--- config.mk ---
export PLATFORM = sky130hd
export DESIGN_NAME = id_operand_stage
export DESIGN_NICKNAME = d
export VERILOG_FILES = /design/src/rtl/id_operand_stage.sv
export SDC_FILE = /design/constraint.sdc
export NUM_CORES = 2
export LEC_CHECK = 0
export CORE_MARGIN = 1
export CORE_UTILIZATION = 58
export DETAILED_ROUTE_END_ITERATION = 10
export PLACE_DENSITY = 0.84
export SLEW_MARGIN = 20
export SYNTH_ARGS = -nofsm -noshare
export SYNTH_HDL_FRONTEND = slang
export SYNTH_SLANG_ARGS = --single-unit
--- constraint.sdc ---
create_clock -name clk -period 6.62 [get_ports clk]
set_clock_uncertainty 0.05 [all_clocks]
set_input_delay 1.655 -clock clk [delete_from_list [all_inputs] [get_ports clk]]
set_output_delay 1.655 -clock clk [all_outputs]
set_load 0.05 [all_outputs]
--- src/rtl/id_operand_stage.sv ---
// Decode/operand-fetch stage: integer and vector register files with PC alias and
// writeback bypass, per-register outstanding-write scoreboard, and the ID/EX register.
module id_operand_stage #(
    parameter int REGI_BITS = 4,
    parameter int REGI_SIZE = 16,
    parameter int VECT_BITS = 2,
    parameter int VECT_SIZE = 8,
    parameter int ELEM_SIZE = 8,
    parameter int CTRL_W    = 32,
    parameter int SB_BITS   = 2
) (
    input  logic                           clk,
    input  logic                           rst,
    input  logic                           in_valid_i,
    output logic                           in_ready_o,
    input  logic [REGI_SIZE-1:0]           pc_i,
    input  logic [CTRL_W-1:0]              ctrl_i,
    input  logic [REGI_BITS-1:0]           ra1_i,
    input  logic [REGI_BITS-1:0]           ra2_i,
    input  logic [VECT_BITS-1:0]           va1_i,
    input  logic [VECT_BITS-1:0]           va2_i,
    input  logic [3:0]                     use_i,
    input  logic [REGI_BITS-1:0]           rd_i,
    input  logic [VECT_BITS-1:0]           vd_i,
    input  logic                           int_wr_i,
    input  logic                           vec_wr_i,
    input  logic                           int_we_i,
    input  logic [REGI_BITS-1:0]           int_dest_i,
    input  logic [REGI_SIZE-1:0]           int_wd_i,
    input  logic                           vec_we_i,
    input  logic [VECT_BITS-1:0]           vec_dest_i,
    input  logic [ELEM_SIZE*VECT_SIZE-1:0] vec_wd_i,
    input  logic                           flush_i,
    input  logic                           out_ready_i,
    output logic                           out_valid_o,
    output logic [REGI_SIZE-1:0]           intOper1_o,
    output logic [REGI_SIZE-1:0]           intOper2_o,
    output logic [REGI_SIZE-1:0]           pc_o,
    output logic [ELEM_SIZE*VECT_SIZE-1:0] vOper1_o,
    output logic [ELEM_SIZE*VECT_SIZE-1:0] vOper2_o,
    output logic [CTRL_W-1:0]              ctrl_o,
    output logic [REGI_BITS-1:0]           int_dest_o,
    output logic [VECT_BITS-1:0]           vec_dest_o,
    output logic                           int_wr_o,
    output logic                           vec_wr_o
);
    localparam int NI = 2**REGI_BITS;
    localparam int NV = 2**VECT_BITS;
    localparam int VW = ELEM_SIZE*VECT_SIZE;
    localparam logic [REGI_BITS-1:0] PC_IDX = '1;
    localparam logic [SB_BITS-1:0]   SB_MAX = '1;

    typedef struct packed {
        logic [REGI_SIZE-1:0] op1;
        logic [REGI_SIZE-1:0] op2;
        logic [REGI_SIZE-1:0] pc;
        logic [VW-1:0]        v1;
        logic [VW-1:0]        v2;
        logic [CTRL_W-1:0]    ctrl;
        logic [REGI_BITS-1:0] rd;
        logic [VECT_BITS-1:0] vd;
        logic                 int_wr;
        logic                 vec_wr;
    } idex_t;

    logic [NI-1:0][REGI_SIZE-1:0] iregs;
    logic [NV-1:0][VW-1:0]        vregs;
    logic [NI-1:0][SB_BITS-1:0]   icnt;
    logic [NV-1:0][SB_BITS-1:0]   vcnt;
    logic [NI-1:0]                ipend;
    logic [NV-1:0]                vpend;
    idex_t                        idex, idex_d;
    logic                         valid, hazard, fire, leave;
    logic [REGI_SIZE-1:0]         op1, op2;
    logic [VW-1:0]                v1, v2;

    // Reads: PC alias first, then same-cycle writeback bypass, then the array.
    assign op1 = (ra1_i == PC_IDX) ? pc_i :
                 (int_we_i && int_dest_i == ra1_i) ? int_wd_i : iregs[ra1_i];
    assign op2 = (ra2_i == PC_IDX) ? pc_i :
                 (int_we_i && int_dest_i == ra2_i) ? int_wd_i : iregs[ra2_i];
    assign v1  = (vec_we_i && vec_dest_i == va1_i) ? vec_wd_i : vregs[va1_i];
    assign v2  = (vec_we_i && vec_dest_i == va2_i) ? vec_wd_i : vregs[va2_i];

    always_ff @(posedge clk or negedge rst) begin
        if (!rst) begin
            iregs <= '0;
            vregs <= '0;
        end else begin
            if (int_we_i && int_dest_i != PC_IDX) iregs[int_dest_i] <= int_wd_i;
            if (vec_we_i) vregs[vec_dest_i] <= vec_wd_i;
        end
    end

    assign leave = valid && out_ready_i;

    for (genvar i = 0; i < NI; i++) begin : g_isb
        if (i == NI-1) begin : g_pc
            assign icnt[i]  = '0;
            assign ipend[i] = 1'b0;
        end else begin : g_reg
            logic [SB_BITS-1:0] cnt;
            logic               inc, dec;
            assign inc = leave && !flush_i && idex.int_wr && idex.rd == REGI_BITS'(i);
            assign dec = int_we_i && int_dest_i == REGI_BITS'(i);
            always_ff @(posedge clk or negedge rst) begin
                if (!rst) cnt <= '0;
                else if (inc && !dec && cnt != SB_MAX) cnt <= cnt + 1'b1;
                else if (dec && !inc && cnt != '0) cnt <= cnt - 1'b1;
            end
            assign icnt[i]  = cnt;
            // count + in-flight ID/EX writer - retiring writeback > 0
            assign ipend[i] = ({1'b0, cnt} + (SB_BITS+1)'(valid && idex.int_wr && idex.rd == REGI_BITS'(i)))
                              > (SB_BITS+1)'(dec);
        end
    end

    for (genvar i = 0; i < NV; i++) begin : g_vsb
        logic [SB_BITS-1:0] cnt;
        logic               inc, dec;
        assign inc = leave && !flush_i && idex.vec_wr && idex.vd == VECT_BITS'(i);
        assign dec = vec_we_i && vec_dest_i == VECT_BITS'(i);
        always_ff @(posedge clk or negedge rst) begin
            if (!rst) cnt <= '0;
            else if (inc && !dec && cnt != SB_MAX) cnt <= cnt + 1'b1;
            else if (dec && !inc && cnt != '0) cnt <= cnt - 1'b1;
        end
        assign vcnt[i]  = cnt;
        assign vpend[i] = ({1'b0, cnt} + (SB_BITS+1)'(valid && idex.vec_wr && idex.vd == VECT_BITS'(i)))
                          > (SB_BITS+1)'(dec);
    end

    assign hazard = (use_i[0] && ipend[ra1_i]) || (use_i[1] && ipend[ra2_i]) ||
                    (use_i[2] && vpend[va1_i]) || (use_i[3] && vpend[va2_i]) ||
                    (int_wr_i && icnt[rd_i] == SB_MAX) ||
                    (vec_wr_i && vcnt[vd_i] == SB_MAX);

    assign in_ready_o = !hazard && (!valid || out_ready_i);
    assign fire       = in_valid_i && in_ready_o && !flush_i;

    always_comb begin
        idex_d        = '0;
        idex_d.op1    = op1;
        idex_d.op2    = op2;
        idex_d.pc     = pc_i;
        idex_d.v1     = v1;
        idex_d.v2     = v2;
        idex_d.ctrl   = ctrl_i;
        idex_d.rd     = rd_i;
        idex_d.vd     = vd_i;
        idex_d.int_wr = int_wr_i;
        idex_d.vec_wr = vec_wr_i;
    end

    always_ff @(posedge clk or negedge rst) begin
        if (!rst) begin
            idex  <= '0;
            valid <= 1'b0;
        end else begin
            if (fire) idex <= idex_d;
            if (flush_i)    valid <= 1'b0;
            else if (fire)  valid <= 1'b1;
            else if (leave) valid <= 1'b0;
        end
    end

    assign out_valid_o = valid;
    assign intOper1_o  = idex.op1;
    assign intOper2_o  = idex.op2;
    assign pc_o        = idex.pc;
    assign vOper1_o    = idex.v1;
    assign vOper2_o    = idex.v2;
    assign ctrl_o      = idex.ctrl;
    assign int_dest_o  = idex.rd;
    assign vec_dest_o  = idex.vd;
    assign int_wr_o    = idex.int_wr;
    assign vec_wr_o    = idex.vec_wr;
endmodule

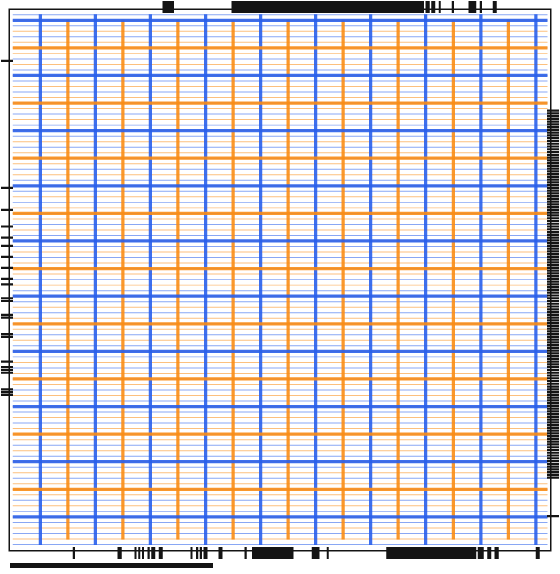
**Above:** floorplan with the power grid.
The bar under the picture is 100 um long. Pins as bars on the die edge.
Blue shows VSS. Orange shows VDD.
383 signal pins sit on the boundary. 97 met1 rails follow the rows. 19 straps on met4. 19 straps on met5. The core has 96 rows.

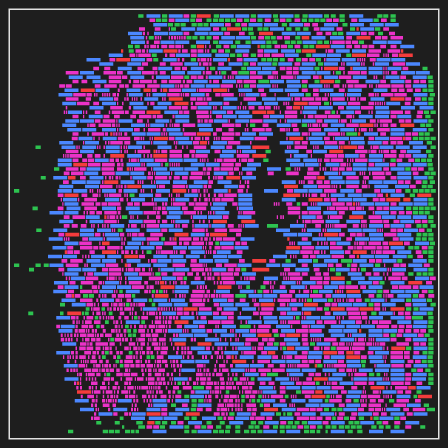
**Above:** placement by cell class.
Magenta shows combinational and other logic, cells 2333. Red shows clock drivers and dummy loads, cells 135. Blue shows sequential cells, cells 767. Green shows remaining buffers and delay cells, cells 450.

==> flow_summary.toml <==
# yosys + openroad results
[status]
outcome = "complete, no violations"

[finish]
n_fill_cell = 4570
top_regs = "iregs (256), vregs (256)"
seq_area_share_pct = 40.3
syn_to_final_growth_pct = 17.6
clkbuf_count = 116
seq_area_sq_mm = 0.0192
drive_gt1_share_pct = 26.9
num-nonclk-inverters = 78
fin_util_pct = 69.1
final-clk-cell-share_pct = 5.35
logic_gates = 2255
dominant_cells = "multi-input combinational cells"
layout_top_cells = "767 x dfrtp_1, 732 x nand2_1, 505 x mux2_2"

[global_routing]
overflow = 0
grt_util_met2_pct = 53.8
first_global_vias = 30600

[timing]
hold_viol_final = 0
rsz0062_at_grt = "false"
fmax_ghz = 0.156
maxSlewViolCount = 0
report.final.setup_viol = 0
whs_ns = 0.342
setup_ws_ns = 0.193

[critical_path]
worstSetupPathDepth = 12
setup.worst_path.start = "int_dest_i[2]"
cp_slowest_stage_delay_ns = 0.60
cp-start-kind = "input port"
required_ns = 4.91
crit_family = "simple AND/OR/NAND/NOR gates"
crit_path_end_kind = "output port"
crit_end = "in_ready_o"
r2r-end = "vOper2_o[10]"

[synthesis]
top_area_cell = "dfrtp_1"
top_area_share_pct = 47.4
ys_sh_adder_pct = 2.35
synth_cell_types = 64
compound_area_share_pct = 3.97
simple_gate_share_pct = 10.3
netlist_instances = 3344
ys_seq_share_pct = 47.4
logic_family = "multiplexers"

[floorplan]
pin_count = 383
taps = 931

[clock_network]
clkSinkCount = 767
clock_latency_ns = 0.63
clock-root-buffer = "clkbuf_16"
path_clk_slew_ns = 0.06
cts_setup_buffers = 0
numCtsBuffers = 79

[power_and_ir_drop]
ir_worst_vdd_mv = 0.317
power.share.clock_pct = 24.4
internal-power_uw = 11400
total_power_uw = 18300
power-top-group = "registers"
p_seq_uw = 6930

[placement]
placed_cell_area_sq_mm = 0.0450
place_hpwl_um = 70000

[routing]
drc = 0
wl_met1_um = 42600
drt-total-wl_um = 114000
highest_layer = "met5"
wl_met3_um = 10300

[job]
warning_count = 57
cap_violations = 0

[hold_path]
hold_end = "iregs[240]"
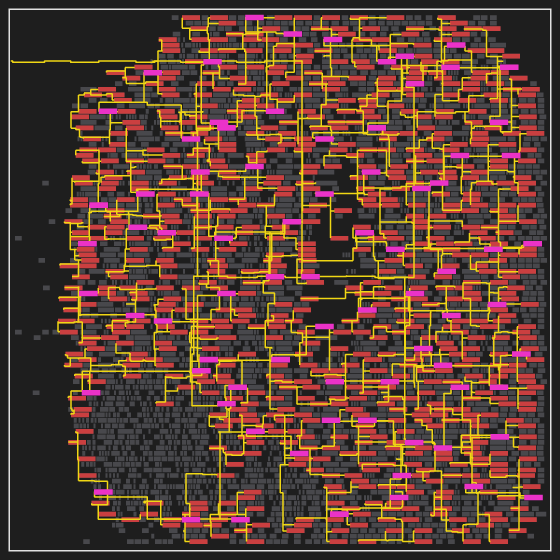
**Above:** routed clock nets over the placement.
Yellow shows clock wires, length 9240 um. Magenta shows clock drivers, count 79. Red shows flip-flops, count 767.
There are 80 routed clock nets.

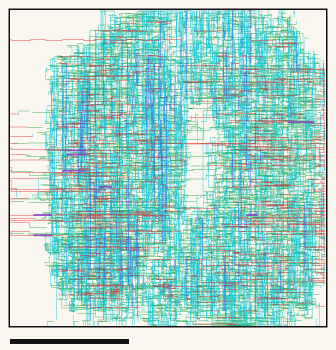
**Above:** wiring by layer.
The bar under the picture is 100 um long.
Purple shows metal 5, wire length 111 um. Blue shows metal 4, wire length 4420 um. Green shows metal 1, wire length 42.6 mm. Cyan shows metal 2, wire length 56.2 mm. Red shows metal 3, wire length 10300 um.

Power figures rest on the tool's default switching activity, not on a simulated workload.
